## src/rtl/mips_mem_pkg.sv

```systemverilog
// Shared types and helpers for the MIPS data-memory responder.
// The access-error rule lives here so the core and any monitor agree on it.
package mips_mem_pkg;

  typedef enum logic {
    IDLE = 1'b0,
    WAIT = 1'b1
  } state_e;

  localparam int WORD_W     = 32;
  localparam int BYTE_OFF_W = 2;

  // A word access is bad when it is not word aligned or falls past the last word.
  function automatic logic addr_error(input logic [WORD_W-1:0] adr,
                                      input int unsigned       depth);
    logic [WORD_W+1:0] limit;
    limit = (WORD_W+2)'(depth) << BYTE_OFF_W;
    return (adr[BYTE_OFF_W-1:0] != '0) || ({2'b00, adr} >= limit);
  endfunction

endpackage

```

## src/rtl/dmem_array.sv

```systemverilog
// DEPTH x 32 word storage: combinational read, one synchronous write port,
// and a synchronous clear of every word while reset is high.
module dmem_array
  import mips_mem_pkg::*;
#(
  parameter int unsigned DEPTH = 64,
  parameter int unsigned AW    = $clog2(DEPTH)
) (
  input  logic              clk_i,
  input  logic              reset_i,
  input  logic              we_i,
  input  logic [AW-1:0]     waddr_i,
  input  logic [WORD_W-1:0] wdata_i,
  input  logic [AW-1:0]     raddr_i,
  output logic [WORD_W-1:0] rdata_o
);

  logic [WORD_W-1:0] mem_q [DEPTH];

  always_ff @(posedge clk_i) begin
    if (reset_i) begin
      for (int i = 0; i < int'(DEPTH); i++) begin
        mem_q[i] <= '0;
      end
    end else if (we_i) begin
      mem_q[waddr_i] <= wdata_i;
    end
  end

  assign rdata_o = mem_q[raddr_i];

endmodule

```

## src/rtl/dmem_wait_responder.sv

```systemverilog
// MEM-stage data-memory responder: inserts LATENCY wait states per access,
// holds the pipeline with stall, and exposes a last-store monitor.
module dmem_wait_responder
  import mips_mem_pkg::*;
#(
  parameter int unsigned DEPTH   = 64,
  parameter int unsigned LATENCY = 2
) (
  input  logic              clk,
  input  logic              reset,
  input  logic              memread,
  input  logic              memwrite,
  input  logic [WORD_W-1:0] dataadr,
  input  logic [WORD_W-1:0] writedata,
  output logic [WORD_W-1:0] readdata,
  output logic              stall,
  output logic              addr_err,
  output logic [WORD_W-1:0] last_wr_adr,
  output logic [WORD_W-1:0] last_wr_data,
  output logic [15:0]       wr_count
);

  localparam int unsigned AW     = $clog2(DEPTH);
  localparam logic [3:0]  LAT_M1 = 4'((LATENCY == 0) ? 0 : LATENCY - 1);

  // Handshake: a request (memread|memwrite) is held stable by the core while
  // stall is high; the access takes effect only in the cycle stall is low
  // with the request still present (the completion cycle).

  state_e            state_q, state_d;
  logic [3:0]        cnt_q, cnt_d;
  logic              req;
  logic              complete_c;
  logic              stall_c;
  logic              bad_adr;
  logic              commit_wr;
  logic [WORD_W-1:0] arr_rdata;
  logic [WORD_W-1:0] last_wr_adr_q, last_wr_data_q;
  logic [15:0]       wr_count_q;

  assign req     = memread | memwrite;
  assign bad_adr = addr_error(dataadr, DEPTH);

  always_ff @(posedge clk) begin
    if (reset) begin
      state_q <= IDLE;
      cnt_q   <= '0;
    end else begin
      state_q <= state_d;
      cnt_q   <= cnt_d;
    end
  end

  always_comb begin
    state_d    = state_q;
    cnt_d      = cnt_q;
    stall_c    = 1'b0;
    complete_c = 1'b0;
    case (state_q)
      IDLE: begin
        if (req) begin
          if (LATENCY == 0) begin
            complete_c = 1'b1;
          end else begin
            stall_c = 1'b1;
            state_d = WAIT;
            cnt_d   = LAT_M1;
          end
        end
      end
      WAIT: begin
        if (!req) begin
          // Flushed by the pipeline: abandon the access without committing.
          state_d = IDLE;
          cnt_d   = '0;
        end else if (cnt_q != '0) begin
          stall_c = 1'b1;
          cnt_d   = cnt_q - 4'd1;
        end else begin
          complete_c = 1'b1;
          state_d    = IDLE;
        end
      end
      default: begin
        state_d = IDLE;
        cnt_d   = '0;
      end
    endcase
  end

  assign commit_wr = complete_c & memwrite & ~bad_adr & ~reset;

  dmem_array #(
    .DEPTH (DEPTH),
    .AW    (AW)
  ) u_array (
    .clk_i   (clk),
    .reset_i (reset),
    .we_i    (commit_wr),
    .waddr_i (dataadr[AW+1:2]),
    .wdata_i (writedata),
    .raddr_i (dataadr[AW+1:2]),
    .rdata_o (arr_rdata)
  );

  always_ff @(posedge clk) begin
    if (reset) begin
      last_wr_adr_q  <= '0;
      last_wr_data_q <= '0;
      wr_count_q     <= '0;
    end else if (commit_wr) begin
      last_wr_adr_q  <= dataadr;
      last_wr_data_q <= writedata;
      wr_count_q     <= wr_count_q + 16'd1;
    end
  end

  // The array read is pre-write, so a combined read+write returns old data.
  assign readdata     = (complete_c && memread && !bad_adr && !reset) ? arr_rdata : '0;
  assign stall        = stall_c & ~reset;
  assign addr_err     = complete_c & bad_adr & ~reset;
  assign last_wr_adr  = last_wr_adr_q;
  assign last_wr_data = last_wr_data_q;
  assign wr_count     = wr_count_q;

endmodule

```

## config.mk

```make
export PLATFORM = sky130hd
export DESIGN_NAME = dmem_wait_responder
export DESIGN_NICKNAME = d
export VERILOG_FILES = /design/src/rtl/mips_mem_pkg.sv /design/src/rtl/dmem_array.sv /design/src/rtl/dmem_wait_responder.sv
export SDC_FILE = /design/constraint.sdc
export NUM_CORES = 2
export LEC_CHECK = 0
export CORE_ASPECT_RATIO = 1.75
export CORE_MARGIN = 4
export CORE_UTILIZATION = 63
export DETAILED_ROUTE_END_ITERATION = 8
export PLACE_DENSITY = 0.8
export SLEW_MARGIN = 25
export SYNTH_ARGS = -nofsm -noshare
export SYNTH_HDL_FRONTEND = slang
export SYNTH_HIERARCHICAL = 1
export SYNTH_SLANG_ARGS = --single-unit
```

## constraint.sdc

```tcl
create_clock -name clk -period 3.9 [get_ports clk]
set_clock_uncertainty 0.05 [all_clocks]
set_input_delay 0.585 -clock clk [delete_from_list [all_inputs] [get_ports clk]]
set_output_delay 0.585 -clock clk [all_outputs]
set_load 0.005 [all_outputs]
```

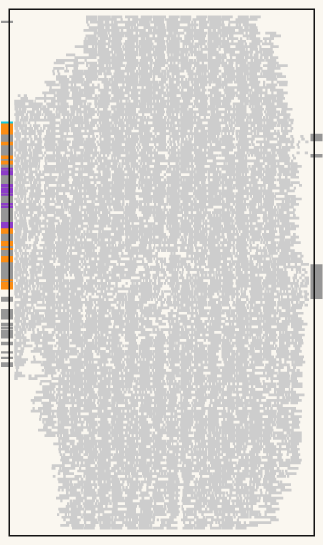
Figure 1: ports around the boundary.
Scale: 1 px per um. Pins as bars across the die edge, other pins in grey.
Key: purple = wr_count [pins 16, direction output, edge west]; cyan = addr_err [pins 1, direction output, edge west]; orange = dataadr [pins 32, direction input, edge west]
All pins by edge: 150 west, 32 east.

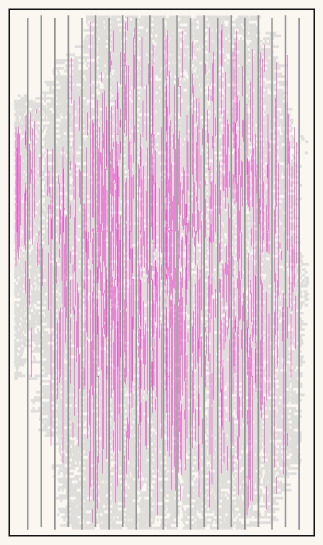
Figure 2: met4 routing.
Scale: 1 px per um. Supply wires on this layer in grey.
367 nets have wire on it. The longest straight run is 316 um. The wires run mostly vertical. The layer carries 33.9 mm of wire. The layer holds 11% of the routed length.

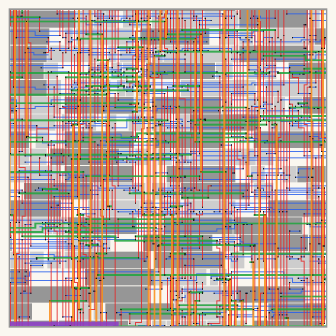
Figure 3: a small window of the routed layout.
Window x 203 to 253, y 369 to 419 um. Cells in grey, sequential cells in the stronger grey; small squares are vias.
Key: blue = metal 1; purple = metal 5; green = metal 3; orange = metal 4; red = metal 2
134 logic cells have their middle in the window. Netlist names of flops here include u_array/mem_q (35). Sequential cells in the window: 35. Most frequent: and2_1 (36), edfxtp_1 (35), mux4_2 (13).

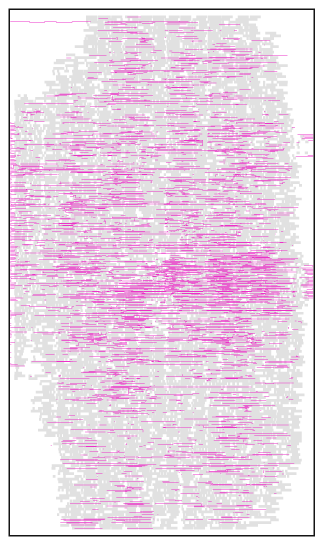
Figure 4: signal wires on met3.
Scale: 1 px per um.
1,197 nets have wire on it. The wires run mostly horizontal. The longest straight run is 194 um.

==> results.yml <==
# synthesis and place-and-route metrics
cells_and_area:
  comb_area_mm2: 0.0311
  largest_reg_flops: 2048
  ff_count: 2133
  sh_comb_area: 0.274
  most-common-layout-cells: "and2_1 (2,109), edfxtp_1 (2,048), buf_4 (549)"
  layout.nets: 6847
  num-clock-buffers: 226
  buffers: 953
  drive_gt1_frac: 0.266
  regArea_mm2: 0.0632
  fillers: 8438
  area_dominant_class: "flip-flops and latches"
grt:
  gr-usage-met1: 0.433
  grt_pass1_wl_um: 426000
  grt_pass1_vias: 61300
  grt-ovfl-total: 0
  antenna_found_initial: 15
  grt_start_max_net_pins: 66
  use_met3: 0.0906
placed_design:
  dp_cells: 8537
  dpl_worst_slack_ns: -0.481
drt:
  wl_per_cell_um: 33.5
  routed_wl_um: 299000
  dr.first_iter.drc_count: 7938
  routed-wl-met3_um: 34600
  dr_wl_met2_um: 143000
  drt_first_pass_iters: 7
  dr.max_layer_used: "met5"
  vias: 59800
critical_path:
  path_buffers: 7
  crit_type: "in -> out"
  timing.critical_path.cells: "buf_16, buf_16, buf_16, buf_4, buf_4, mux4_2, o22ai_2, nor4_2, buf_4, o22a_1, and2_1, clkdlybuf4s50_1"
  endpoint: "readdata[9]"
  cp.arrival_ns: 3.29
  endpoint_kind: "output pin"
  r2r_slack_ns: 0.17
  reg2reg_depth: 13
  r2r-start: "cnt_q[0]"
sta:
  period_used_share: 1.01
  hold_viol: 0
  slew_viol_final: 0
  hold_ws_ns: 0.0903
  period_minus_slack_ns: 3.92
  setup_viol_count_final: 2
  grt_setup_unrepaired: "yes"
  setup_ws_ns: -0.0230
status:
  failed_checks: "setup timing"
  status: "finished, violations left"
logic_synthesis:
  yosys_area_mm2: 0.0962
  yosys.area_share.adder: 0.000390
  synth_area_leader_cell: "edfxtp_1"
  synth_seq_share: 0.657
  synthDominantCellAreaShare: 0.639
  simple_gate_area_frac: 0.164
  edf_count: 2048
  ff_type: "edfxtp_1"
  synth-cells-yosys: 6290
  synth_flops: 2133
  ys_types: 57
  ys_sh_xor: 0
  syn_nets: 6361
  synthCells: 6290
  synthAoiAreaFrac: 0.0267
  synthMuxAreaShare: 0.124
min_path:
  holdCritPathClass: "in -> reg"
  min_path_cells: 3
  worstHoldStart: "dataadr[5]"
  hold_end: "last_wr_adr[5]"
power:
  pwr-share-seq: 0.534
  intPower_mw: 37.5
  powerDensity_mw_per_mm2: 429
  netSwitchingFraction: 0.229
  p_leak_nw: 42.0
  comb_cell_power_mw: 4.44
  netSwitchingPower_mw: 11.1
  clkPwrFrac: 0.375
  p_clk_mw: 18.2
  comb_power_share: 0.091
  vdd_drop_max_v: 0.000452
  total_power_mw: 48.6
job:
  maxCapViolCount: 0
  warning_count: 30
floorplan:
  coreArea_mm2: 0.152
  initial_core_util: 0.635
  row_count: 189
  fp.dieH_um: 525
clocking:
  ctsHtreeMaxLevel: 4
  worstSkewPairLatency_ns: 0.82
  cts_hold_buf: 0
  cts_sinks: 2133
Power figures rest on the tool's default switching activity, not on a simulated workload.
